File: src/rtl/onchip_mem_arbiter_pkg.sv
// Shared types and defaults for the on-chip RAM arbiter.
package onchip_mem_arb_pkg;

  localparam int DEF_ADDR_W = 11;
  localparam int DEF_DATA_W = 32;

  // Arbitration state: free arbitration, or the grant pinned to one master.
  typedef enum logic [1:0] {
    ARB   = 2'd0,
    LOCK0 = 2'd1,
    LOCK1 = 2'd2
  } arb_state_e;

  // Identifies one of the two requesters (0 = Nios data port, 1 = search engine).
  typedef logic master_id_t;

endpackage

File: src/rtl/onchip_mem_arbiter_if.sv
// Avalon-MM-style requester bus shared by the Nios data port and the search engine.
interface onchip_mem_arbiter_if #(
  parameter int ADDR_W = onchip_mem_arb_pkg::DEF_ADDR_W,
  parameter int DATA_W = onchip_mem_arb_pkg::DEF_DATA_W
);

  logic [ADDR_W-1:0]   address;
  logic                read;
  logic                write;
  logic [DATA_W/8-1:0] byteenable;
  logic [DATA_W-1:0]   writedata;
  logic                lock;
  logic                waitrequest;
  logic [DATA_W-1:0]   readdata;
  logic                readdatavalid;

  modport master (
    output address, read, write, byteenable, writedata, lock,
    input  waitrequest, readdata, readdatavalid
  );

  modport slave (
    input  address, read, write, byteenable, writedata, lock,
    output waitrequest, readdata, readdatavalid
  );

endinterface

File: src/rtl/onchip_mem_arbiter_rr_arb2.sv
// Combinational two-way pick: lone requester wins, ties go to the master
// that did not win last (or always to master 0 in fixed-priority mode).
module rr_arb2
  import onchip_mem_arb_pkg::*;
(
  input  logic [1:0] req,
  input  master_id_t last_grant,
  input  logic       fixed_prio,
  output logic [1:0] grant
);

  // One-hot grant from the current request pattern.
  always_comb begin
    grant = 2'b00;
    case (req)
      2'b01: grant = 2'b01;
      2'b10: grant = 2'b10;
      2'b11: begin
        if (fixed_prio) begin
          grant = 2'b01;
        end else if (last_grant == 1'b0) begin
          grant = 2'b10;
        end else begin
          grant = 2'b01;
        end
      end
      default: grant = 2'b00;
    endcase
  end

endmodule

File: src/rtl/onchip_mem_arbiter.sv
// Shares the single-port on-chip RAM between two requesters, one access per
// cycle, with an optional bounded lock for read-modify-write sequences.
module onchip_mem_arbiter
  import onchip_mem_arb_pkg::*;
#(
  parameter int ADDR_W     = DEF_ADDR_W,
  parameter int DATA_W     = DEF_DATA_W,
  parameter int FIXED_PRIO = 0,
  parameter int LOCK_MAX   = 16
) (
  input  logic                clk,
  input  logic                reset_n,
  onchip_mem_arbiter_if.slave m0,
  onchip_mem_arbiter_if.slave m1,
  output logic [ADDR_W-1:0]   ram_address,
  output logic [DATA_W/8-1:0] ram_byteenable,
  output logic                ram_chipselect,
  output logic                ram_write,
  output logic [DATA_W-1:0]   ram_writedata,
  output logic                ram_clken,
  input  logic [DATA_W-1:0]   ram_readdata
);

  localparam logic [7:0] LAST_CNT = 8'(LOCK_MAX - 1);

  logic [1:0] req_s;
  logic [1:0] lock_req_s;
  logic [1:0] arb_grant_s;
  logic [1:0] grant_s;
  master_id_t gid_s;
  master_id_t own_s;
  logic       acc_s;
  logic       acc_wr_s;
  logic       acc_lock_s;
  logic       acc_rd_s;

  arb_state_e state_r, state_nx_s;
  master_id_t last_grant_r, last_grant_nx_s;
  logic [7:0] lock_cnt_r, lock_cnt_nx_s;
  logic [1:0] rdv_r;
  logic       clken_r;

  assign req_s      = {m1.read | m1.write, m0.read | m0.write};
  assign lock_req_s = {m1.lock, m0.lock};
  assign own_s      = (state_r == LOCK1);

  rr_arb2 u_rr_arb2 (
    .req        (req_s),
    .last_grant (last_grant_r),
    .fixed_prio (FIXED_PRIO != 0),
    .grant      (arb_grant_s)
  );

  // Final grant: free pick in ARB, only the lock owner while locked, nothing in reset.
  always_comb begin
    grant_s = 2'b00;
    if (!reset_n) begin
      grant_s = 2'b00;
    end else begin
      case (state_r)
        ARB:     grant_s = arb_grant_s;
        LOCK0:   grant_s = {1'b0, req_s[0]};
        LOCK1:   grant_s = {req_s[1], 1'b0};
        default: grant_s = 2'b00;
      endcase
    end
  end

  assign m0.waitrequest = ~grant_s[0];
  assign m1.waitrequest = ~grant_s[1];
  assign gid_s          = grant_s[1];
  assign acc_s          = |grant_s;
  // A simultaneous read and write is served as a write, so no data comes back.
  assign acc_rd_s       = acc_s & ~acc_wr_s;

  // RAM drive: combinational mux of the granted master.
  always_comb begin
    ram_address    = m0.address;
    ram_byteenable = m0.byteenable;
    ram_writedata  = m0.writedata;
    acc_wr_s       = m0.write;
    acc_lock_s     = m0.lock;
    if (gid_s) begin
      ram_address    = m1.address;
      ram_byteenable = m1.byteenable;
      ram_writedata  = m1.writedata;
      acc_wr_s       = m1.write;
      acc_lock_s     = m1.lock;
    end else begin
      ram_address    = m0.address;
      ram_byteenable = m0.byteenable;
      ram_writedata  = m0.writedata;
      acc_wr_s       = m0.write;
      acc_lock_s     = m0.lock;
    end
    ram_chipselect = acc_s;
    ram_write      = acc_s & acc_wr_s;
  end

  // Next-state logic for lock entry, lock exit and the round-robin pointer.
  always_comb begin
    state_nx_s      = state_r;
    lock_cnt_nx_s   = lock_cnt_r;
    last_grant_nx_s = last_grant_r;
    if (acc_s) begin
      last_grant_nx_s = gid_s;
    end else begin
      last_grant_nx_s = last_grant_r;
    end
    case (state_r)
      ARB: begin
        if (acc_s && acc_lock_s) begin
          state_nx_s    = gid_s ? LOCK1 : LOCK0;
          lock_cnt_nx_s = 8'd0;
        end else begin
          state_nx_s = ARB;
        end
      end
      LOCK0, LOCK1: begin
        lock_cnt_nx_s = lock_cnt_r + 8'd1;
        if (lock_cnt_r == LAST_CNT) begin
          // Forced release: the other master wins the next tie.
          state_nx_s      = ARB;
          last_grant_nx_s = own_s;
          lock_cnt_nx_s   = 8'd0;
        end else if (acc_s && !acc_lock_s) begin
          state_nx_s    = ARB;
          lock_cnt_nx_s = 8'd0;
        end else if (!req_s[own_s] && !lock_req_s[own_s]) begin
          state_nx_s    = ARB;
          lock_cnt_nx_s = 8'd0;
        end else begin
          state_nx_s = state_r;
        end
      end
      default: begin
        state_nx_s    = ARB;
        lock_cnt_nx_s = 8'd0;
      end
    endcase
  end

  // Arbitration state registers; master 0 wins the first tie after reset.
  always_ff @(posedge clk or negedge reset_n) begin
    if (!reset_n) begin
      state_r      <= ARB;
      last_grant_r <= 1'b1;
      lock_cnt_r   <= 8'd0;
    end else begin
      state_r      <= state_nx_s;
      last_grant_r <= last_grant_nx_s;
      lock_cnt_r   <= lock_cnt_nx_s;
    end
  end

  // Read-return routing: flag the issuing master one cycle after its read is accepted.
  always_ff @(posedge clk or negedge reset_n) begin
    if (!reset_n) begin
      rdv_r <= 2'b00;
    end else begin
      rdv_r <= {acc_rd_s & gid_s, acc_rd_s & ~gid_s};
    end
  end

  // RAM clock enable is held off in reset and on afterwards.
  always_ff @(posedge clk or negedge reset_n) begin
    if (!reset_n) begin
      clken_r <= 1'b0;
    end else begin
      clken_r <= 1'b1;
    end
  end

  assign ram_clken        = clken_r;
  assign m0.readdatavalid = rdv_r[0];
  assign m1.readdatavalid = rdv_r[1];
  assign m0.readdata      = ram_readdata;
  assign m1.readdata      = ram_readdata;

endmodule

File: src/flat_wrapper.sv
// flat-port wrapper written by rule: the top's interface ports become plain ports
module onchip_mem_arbiter_flat import onchip_mem_arb_pkg::*;
#(
  parameter int ADDR_W     = DEF_ADDR_W,
  parameter int DATA_W     = DEF_DATA_W,
  parameter int FIXED_PRIO = 0,
  parameter int LOCK_MAX   = 16
)
  (clk, reset_n, ram_address, ram_byteenable, ram_chipselect, ram_write, ram_writedata, ram_clken, ram_readdata, m0_address, m0_read, m0_write, m0_byteenable, m0_writedata, m0_lock, m0_waitrequest, m0_readdata, m0_readdatavalid, m1_address, m1_read, m1_write, m1_byteenable, m1_writedata, m1_lock, m1_waitrequest, m1_readdata, m1_readdatavalid);
  onchip_mem_arbiter_if #(.ADDR_W(ADDR_W), .DATA_W(DATA_W)) m0_i ();
  onchip_mem_arbiter_if #(.ADDR_W(ADDR_W), .DATA_W(DATA_W)) m1_i ();
  input  logic clk;
  input  logic reset_n;
  output logic [ADDR_W-1:0] ram_address;
  output logic [DATA_W/8-1:0] ram_byteenable;
  output logic ram_chipselect;
  output logic ram_write;
  output logic [DATA_W-1:0] ram_writedata;
  output logic ram_clken;
  input  logic [DATA_W-1:0] ram_readdata;
  input wire logic [$bits(m0_i.address)-1:0] m0_address;
  input wire logic [$bits(m0_i.read)-1:0] m0_read;
  input wire logic [$bits(m0_i.write)-1:0] m0_write;
  input wire logic [$bits(m0_i.byteenable)-1:0] m0_byteenable;
  input wire logic [$bits(m0_i.writedata)-1:0] m0_writedata;
  input wire logic [$bits(m0_i.lock)-1:0] m0_lock;
  output wire logic [$bits(m0_i.waitrequest)-1:0] m0_waitrequest;
  output wire logic [$bits(m0_i.readdata)-1:0] m0_readdata;
  output wire logic [$bits(m0_i.readdatavalid)-1:0] m0_readdatavalid;
  input wire logic [$bits(m1_i.address)-1:0] m1_address;
  input wire logic [$bits(m1_i.read)-1:0] m1_read;
  input wire logic [$bits(m1_i.write)-1:0] m1_write;
  input wire logic [$bits(m1_i.byteenable)-1:0] m1_byteenable;
  input wire logic [$bits(m1_i.writedata)-1:0] m1_writedata;
  input wire logic [$bits(m1_i.lock)-1:0] m1_lock;
  output wire logic [$bits(m1_i.waitrequest)-1:0] m1_waitrequest;
  output wire logic [$bits(m1_i.readdata)-1:0] m1_readdata;
  output wire logic [$bits(m1_i.readdatavalid)-1:0] m1_readdatavalid;
  assign m0_i.address = m0_address;
  assign m0_i.read = m0_read;
  assign m0_i.write = m0_write;
  assign m0_i.byteenable = m0_byteenable;
  assign m0_i.writedata = m0_writedata;
  assign m0_i.lock = m0_lock;
  assign m0_waitrequest = m0_i.waitrequest;
  assign m0_readdata = m0_i.readdata;
  assign m0_readdatavalid = m0_i.readdatavalid;
  assign m1_i.address = m1_address;
  assign m1_i.read = m1_read;
  assign m1_i.write = m1_write;
  assign m1_i.byteenable = m1_byteenable;
  assign m1_i.writedata = m1_writedata;
  assign m1_i.lock = m1_lock;
  assign m1_waitrequest = m1_i.waitrequest;
  assign m1_readdata = m1_i.readdata;
  assign m1_readdatavalid = m1_i.readdatavalid;
  onchip_mem_arbiter #(.ADDR_W(ADDR_W), .DATA_W(DATA_W), .FIXED_PRIO(FIXED_PRIO), .LOCK_MAX(LOCK_MAX)) u_core (.clk(clk), .reset_n(reset_n), .m0(m0_i), .m1(m1_i), .ram_address(ram_address), .ram_byteenable(ram_byteenable), .ram_chipselect(ram_chipselect), .ram_write(ram_write), .ram_writedata(ram_writedata), .ram_clken(ram_clken), .ram_readdata(ram_readdata));
endmodule
File: config.mk
export PLATFORM = sky130hd
export DESIGN_NAME = onchip_mem_arbiter_flat
export DESIGN_NICKNAME = d
export VERILOG_FILES = /design/src/rtl/onchip_mem_arbiter_pkg.sv /design/src/rtl/onchip_mem_arbiter_if.sv /design/src/rtl/onchip_mem_arbiter_rr_arb2.sv /design/src/rtl/onchip_mem_arbiter.sv /design/src/flat_wrapper.sv
export SDC_FILE = /design/constraint.sdc
export NUM_CORES = 1
export LEC_CHECK = 0
export ABC_AREA = 1
export CORE_MARGIN = 8
export CORE_UTILIZATION = 29
export CTS_CLUSTER_SIZE = 40
export DETAILED_ROUTE_END_ITERATION = 8
export PLACE_DENSITY = 0.89
export SLEW_MARGIN = 0
export SYNTH_ARGS = -nofsm -noshare
export SYNTH_HDL_FRONTEND = slang
export SYNTH_SLANG_ARGS = --single-unit
File: constraint.sdc
create_clock -name clk -period 3.1 [get_ports clk]
set_input_delay 0.62 -clock clk [delete_from_list [all_inputs] [get_ports clk]]
set_output_delay 0.62 -clock clk [all_outputs]
set_load 0.01 [all_outputs]
==> reports/qor.json, run 1 <==
{
  "finish": {
    "n_all_buffers": 167,
    "nonClkBufAreaFrac_pct": 52.5,
    "largest-register": "u_core.lock_cnt_r",
    "design_area_sq_mm": 0.00344,
    "most-common-layout-cells": "sky130_fd_sc_hd__nand2_1, sky130_fd_sc_hd__clkdlybuf4s50_1, sky130_fd_sc_hd__dlymetal6s2s_1, sky130_fd_sc_hd__inv_1, sky130_fd_sc_hd__dfrtp_1",
    "logic_gates": 238,
    "largest_reg_flops": 8,
    "flow.area_growth_from_synthesis_pct": 71.4,
    "layout-drive-gt1-share_pct": 7.74
  },
  "die": {
    "dieWidth_um": 99.2,
    "nWellTaps": 80,
    "ios": 252,
    "initCoreUtil_pct": 29.7,
    "floorplan.rows": 30,
    "die-height_um": 99.2
  },
  "global_routing": {
    "globalRouteTotalUtil_pct": 16.0,
    "globalRouteMet3Util_pct": 7.40,
    "use_met2_pct": 30.1,
    "largest_net_degree_at_the_start_of_global_routing": 32,
    "globalRoute.totalOverflow": 0
  },
  "route": {
    "drt_first_pass_iters": 4,
    "top_signal_layer_used": "met4",
    "dr_wl_met2_mm": 4.52,
    "total_via_count_in_the_routed_design": 2340,
    "drt_initial_violations": 72,
    "met1Wirelength_mm": 2.94,
    "avgRoutedWirePerCell_um": 16.2
  },
  "setup_path": {
    "slowest_cell_on_crit_path": "sky130_fd_sc_hd__clkdlybuf4s50_1",
    "rrSetupSlack_ns": 1.03,
    "crit_arrival_ns": 2.33,
    "crit_family": "buffers and inverters",
    "critPathMostFrequentCell": "sky130_fd_sc_hd__nand2_1",
    "crit_path_start_kind": "primary input",
    "reg2reg_to": "u_core.lock_cnt_r[4]",
    "worstPathRequired_ns": 2.48,
    "path_class": "primary input to output pin"
  },
  "timing": {
    "totalNegativeSetupSlack_ns": 0,
    "finalCriticalPeriod_ns": 2.95,
    "timing_hold_violations_final": 0,
    "period_used_pct": 95.1,
    "fmax_mhz": 339,
    "post-route-worst-setup-slack_ns": 0.152
  },
  "cts": {
    "worst_setup_hold_path_clk_slew_ns": 0.05,
    "clock_tree.htree_level_count": 1,
    "cts.root.buffer_cell": "sky130_fd_sc_hd__clkbuf_8"
  },
  "synthesis": {
    "yosysMostFrequentCell": "sky130_fd_sc_hd__nand2_1",
    "yosys_warnings": 0,
    "post_synth_most_frequent_cells": "sky130_fd_sc_hd__nand2_1, sky130_fd_sc_hd__buf_4, sky130_fd_sc_hd__inv_1, sky130_fd_sc_hd__dfrtp_1, sky130_fd_sc_hd__nor2_1",
    "synthesis.area_sq_mm": 0.00201,
    "synth.top_cell.area_share_pct": 32.0,
    "post_synth_num_cell_types": 29,
    "synth.yosys.num_cells": 343,
    "synth-area-yosys_sq_mm": 0.00201,
    "asyncSetResetFlopFracSynth_pct": 100,
    "synth.ff_latch_count": 14,
    "netlist.top_cell.by_area": "sky130_fd_sc_hd__nand2_1"
  },
  "hold_path": {
    "min_path_type": "register to register"
  },
  "placed_design": {
    "dp_cells": 514,
    "dp_hpwl_mm": 7.05
  },
  "pwr": {
    "vdd_drop_max_uv": 231,
    "clock_power_share_pct": 8.6,
    "seq-power_mw": 0.237,
    "seqPwrFrac_pct": 13.2,
    "switching_share_of_power_pct": 45.4,
    "power_density_mw_per_mm2": 522,
    "power_combinational_mw": 1.41,
    "clk-power_mw": 0.155
  },
  "flow_run": {
    "stage_log_warnings": 29
  },
  "run_status": {
    "result_of_the_run": "completed"
  }
}
==> run 1: logic make-up after synthesis <==
kind of cell / count (synthesis) / share of synthesized area, %
flops: 14 / 17.5
simple gates: 213 / 43.4
compound gates: 17 / 5.42
buf+inv: 91 / 29.5
other cells: 1 / 0.187
xor+xnor: 2 / 0.873
fa+ha+maj: 5 / 3.12
==> run 1: how the worst max path moves through the flow <==
stage,from,endpoint,slack (ns),cells past startpoint
finish,m0_read,ram_address[10],0.15,10
global route,m0_read,ram_address[10],0.0006,10
CTS,reset_n,ram_write,0.009,9
detailed placement,reset_n,ram_address[4],-0.01,9
global placement,reset_n,ram_address[4],0.02,9
floorplan,m0_write,ram_address[1],0.99,8
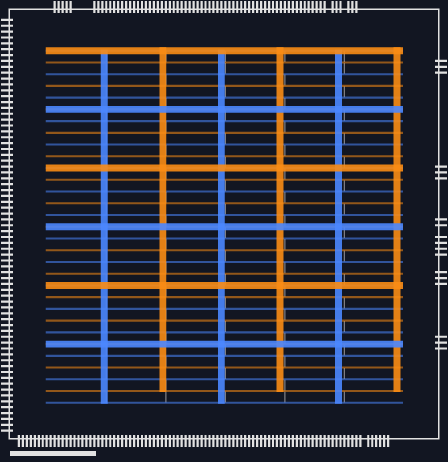
*Supply network, run 1*
Scale bar: 20 um. Pins as bars on the die edge. Tap cells in grey.
[VDD] orange
[VSS] blue
tap cells: 80
met1 rails: 31

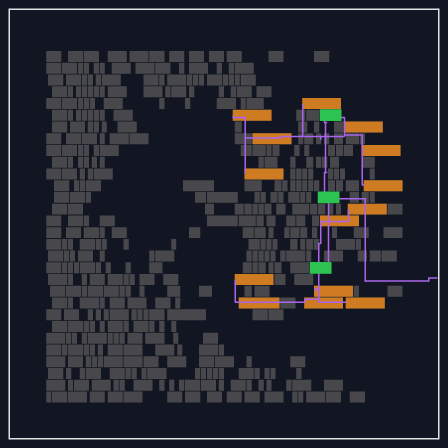
*Routed clock nets over the placement, run 1*
[clock wires] purple | length: 224 um
[clock drivers] green | count: 3
[flip-flops] orange | count: 14
routed clock nets: 4

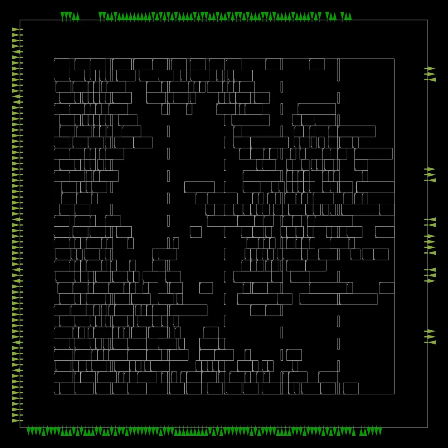
*Cell outlines without signal wires, run 1*
Final Util: 50.9%
number of fillers in the final layout: 629
Core Box Area: 0.00676 sq mm
Flops: 14
Cell Count, Final, Fillers Out: 519

### Cell classes on the final placement, run 1

Scale bar: 20 um.
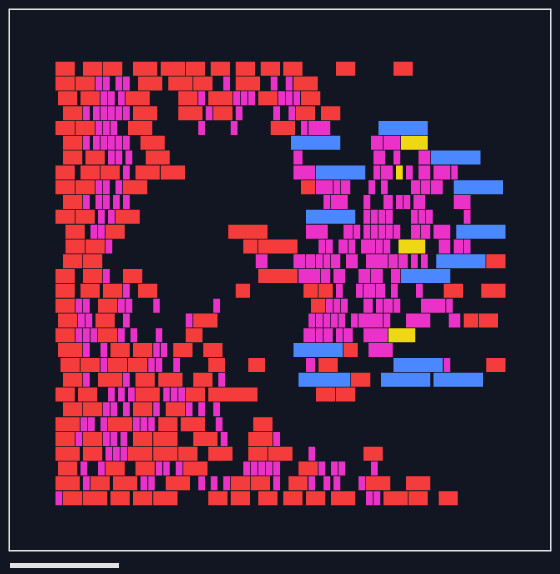

==> run 1 -> run 2 <==
--- a/config.mk
+++ b/config.mk
@@ -6,10 +6,12 @@
 export NUM_CORES = 1
 export LEC_CHECK = 0
 export ABC_AREA = 1
+export CAP_MARGIN = 20
 export CORE_MARGIN = 8
 export CORE_UTILIZATION = 29
 export CTS_CLUSTER_SIZE = 40
 export DETAILED_ROUTE_END_ITERATION = 8
+export MAX_ROUTING_LAYER = met4
 export PLACE_DENSITY = 0.89
 export SLEW_MARGIN = 0
 export SYNTH_ARGS = -nofsm -noshare
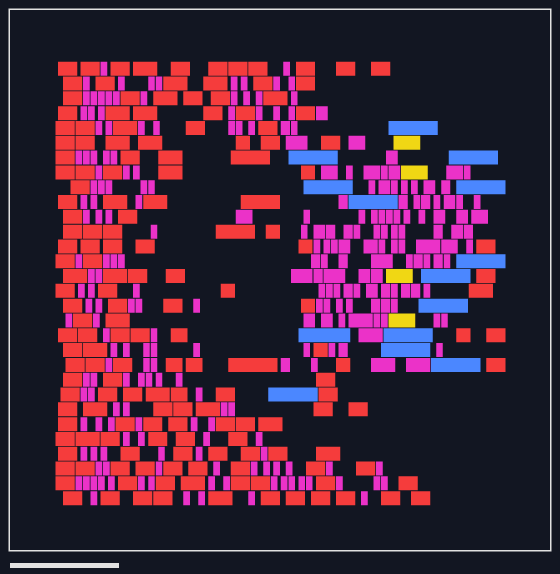
*Cell classes on the final placement, run 2*
Scale bar: 20 um.
[clock drivers and dummy loads] yellow | cells: 4 | share of their area: 1.7%
[combinational and other logic] magenta | cells: 254 | share of their area: 34%
[flops] blue | cells: 14 | share of their area: 11%
[other buffers and delay cells] red | cells: 168 | share of their area: 53%
post-route cell area: 0.00341 sq mm
fraction of standard cell area that is sequential: 10.3%
Final Util: 50.4%
total number of placement rows: 30

==> reports/qor.json, run 2 <==
{
  "synthesis": {
    "synthesis.area_sq_mm": 0.00201,
    "asyncSetResetFlopFracSynth_pct": 100,
    "netlist.top_cell.by_area": "sky130_fd_sc_hd__nand2_1",
    "post_synth_num_cell_types": 29,
    "post_synth_most_frequent_cells": "sky130_fd_sc_hd__nand2_1, sky130_fd_sc_hd__buf_4, sky130_fd_sc_hd__inv_1, sky130_fd_sc_hd__dfrtp_1, sky130_fd_sc_hd__nor2_1",
    "dominantRegCellSynth": "sky130_fd_sc_hd__dfrtp_1",
    "synth.logic.top_family": "simple AND/OR/NAND/NOR gates",
    "synth.top_cell.area_share_pct": 32.0,
    "yosys_warnings": 0,
    "mux_area_share_pct": 0,
    "synth-area-yosys_sq_mm": 0.00201,
    "synth.yosys.num_cells": 343,
    "synthXorXnorAreaFrac_pct": 0.873,
    "syn_area_per_cell_sq_um": 5.85,
    "share_of_synthesized_cell_area_in_and_or_nand_and_nor_gates_pct": 43.4,
    "synth.ff_latch_count": 14,
    "compound_area_share_pct": 5.42,
    "yosysMostFrequentCell": "sky130_fd_sc_hd__nand2_1",
    "synth_adder_area_share_pct": 3.12
  },
  "route": {
    "total_via_count_in_the_routed_design": 2338,
    "drc": 0,
    "drt_initial_violations": 68,
    "met1Wirelength_mm": 2.99,
    "drt_first_pass_iters": 4,
    "dr_wl_met2_mm": 4.51,
    "top_signal_layer_used": "met4",
    "met3_wirelength_um": 796,
    "avgRoutedWirePerCell_um": 16.2
  },
  "setup_path": {
    "timing.critical_path.fanout_max": 14,
    "timing.critical_path.depth": 8,
    "path_class": "primary input to output pin",
    "crit_family": "buffers and inverters",
    "setup.worst_path.start": "m1_write",
    "crit_path_capture": "ram_writedata[6]",
    "reg2reg_to": "u_core.lock_cnt_r[4]",
    "critical-path-max-stage-delay_ns": 0.55,
    "rrSetupSlack_ns": 1.03,
    "crit_path_start_kind": "primary input",
    "worstPathRequired_ns": 2.48,
    "crit_arrival_ns": 2.41,
    "cp_cell_sequence": "clkdlybuf4s50_1 > nor2_2 > nor2_4 > nand2_4 > buf_4 > nand2_1 > nand2_1 > clkdlybuf4s50_1",
    "slowest_cell_on_crit_path": "sky130_fd_sc_hd__clkdlybuf4s50_1",
    "worst_r2r_path_depth": 13
  },
  "pwr": {
    "power_density_mw_per_mm2": 542,
    "vdd_drop_max_uv": 229,
    "switching_share_of_power_pct": 44.5,
    "power_switching_mw": 0.821,
    "p_total_mw": 1.85,
    "clock_power_share_pct": 9.7,
    "seqPwrFrac_pct": 12.8
  },
  "global_routing": {
    "globalRouteMet3Util_pct": 6.91,
    "use_met2_pct": 31.4,
    "largest_net_degree_at_the_start_of_global_routing": 32,
    "grt_pass1_vias": 2509,
    "gr-usage-met1_pct": 16.1,
    "globalRoute.totalOverflow": 0,
    "globalRouteTotalUtil_pct": 16.8
  },
  "timing": {
    "fmax_mhz": 330,
    "timing.clock.skew_ns": 0.00181,
    "finalCriticalPeriod_ns": 3.03,
    "timing_hold_violations_final": 0,
    "period_used_pct": 97.6,
    "totalNegativeSetupSlack_ns": 0,
    "post-route-worst-setup-slack_ns": 0.0731
  },
  "finish": {
    "antenna_cells_inserted": 0,
    "logic_gates": 238,
    "nonClkBufAreaFrac_pct": 51.9,
    "finalNonFillerCells": 520,
    "layout-drive-gt1-share_pct": 7.95,
    "nFlopsAndLatches": 14,
    "largest_reg_flops": 8,
    "n_all_buffers": 168,
    "flow.area_growth_from_synthesis_pct": 69.8,
    "largest-register": "u_core.lock_cnt_r",
    "most-common-layout-cells": "sky130_fd_sc_hd__nand2_1, sky130_fd_sc_hd__clkdlybuf4s50_1, sky130_fd_sc_hd__dlymetal6s2s_1, sky130_fd_sc_hd__inv_1, sky130_fd_sc_hd__dfrtp_1",
    "clock_buffers": 4,
    "fill_cells": 684
  },
  "cts": {
    "cts.root.buffer_cell": "sky130_fd_sc_hd__clkbuf_8",
    "tritoncts": "yes",
    "worst_setup_hold_path_clk_slew_ns": 0.06,
    "clock_tree.htree_level_count": 1
  },
  "flow_run": {
    "stage_log_warnings": 30
  },
  "die": {
    "die-height_um": 99.2,
    "initCoreUtil_pct": 29.7,
    "fp.coreArea_sq_mm": 0.00676,
    "ios": 252,
    "dieWidth_um": 99.2,
    "nWellTaps": 80
  },
  "placed_design": {
    "dp_cells": 515,
    "dp_hpwl_mm": 7.30
  },
  "run_status": {
    "result_of_the_run": "completed"
  },
  "hold_path": {
    "min_path_type": "register to register"
  }
}
-- run 2: cell counts after synthesis --
No cell type changed its count.
-- run 2: repair_timing --
item / 4_1_cts / 5_1_grt
endpoints found under the setup margin: 4 / 45
hold buffers: 0 / 0
gates cloned: 0 / 1
gates resized: 4 / 30
setup buffers: 0 / 0
-- run 2: power by group through the flow --
| stage | combinational (mW) | sequential (mW) | clock, mW |
|---|---|---|---|
| 2_1_floorplan | 0.764 | 0.236 | 0 |
| 3_3_place_gp | 1.44 | 0.237 | 0 |
| 3_5_place_dp | 1.47 | 0.238 | 0 |
| 4_1_cts | 1.46 | 0.235 | 0.183 |
| 5_1_grt | 1.57 | 0.240 | 0.191 |
| 6_report | 1.43 | 0.236 | 0.179 |
Power is estimated from default activity; no workload was simulated.
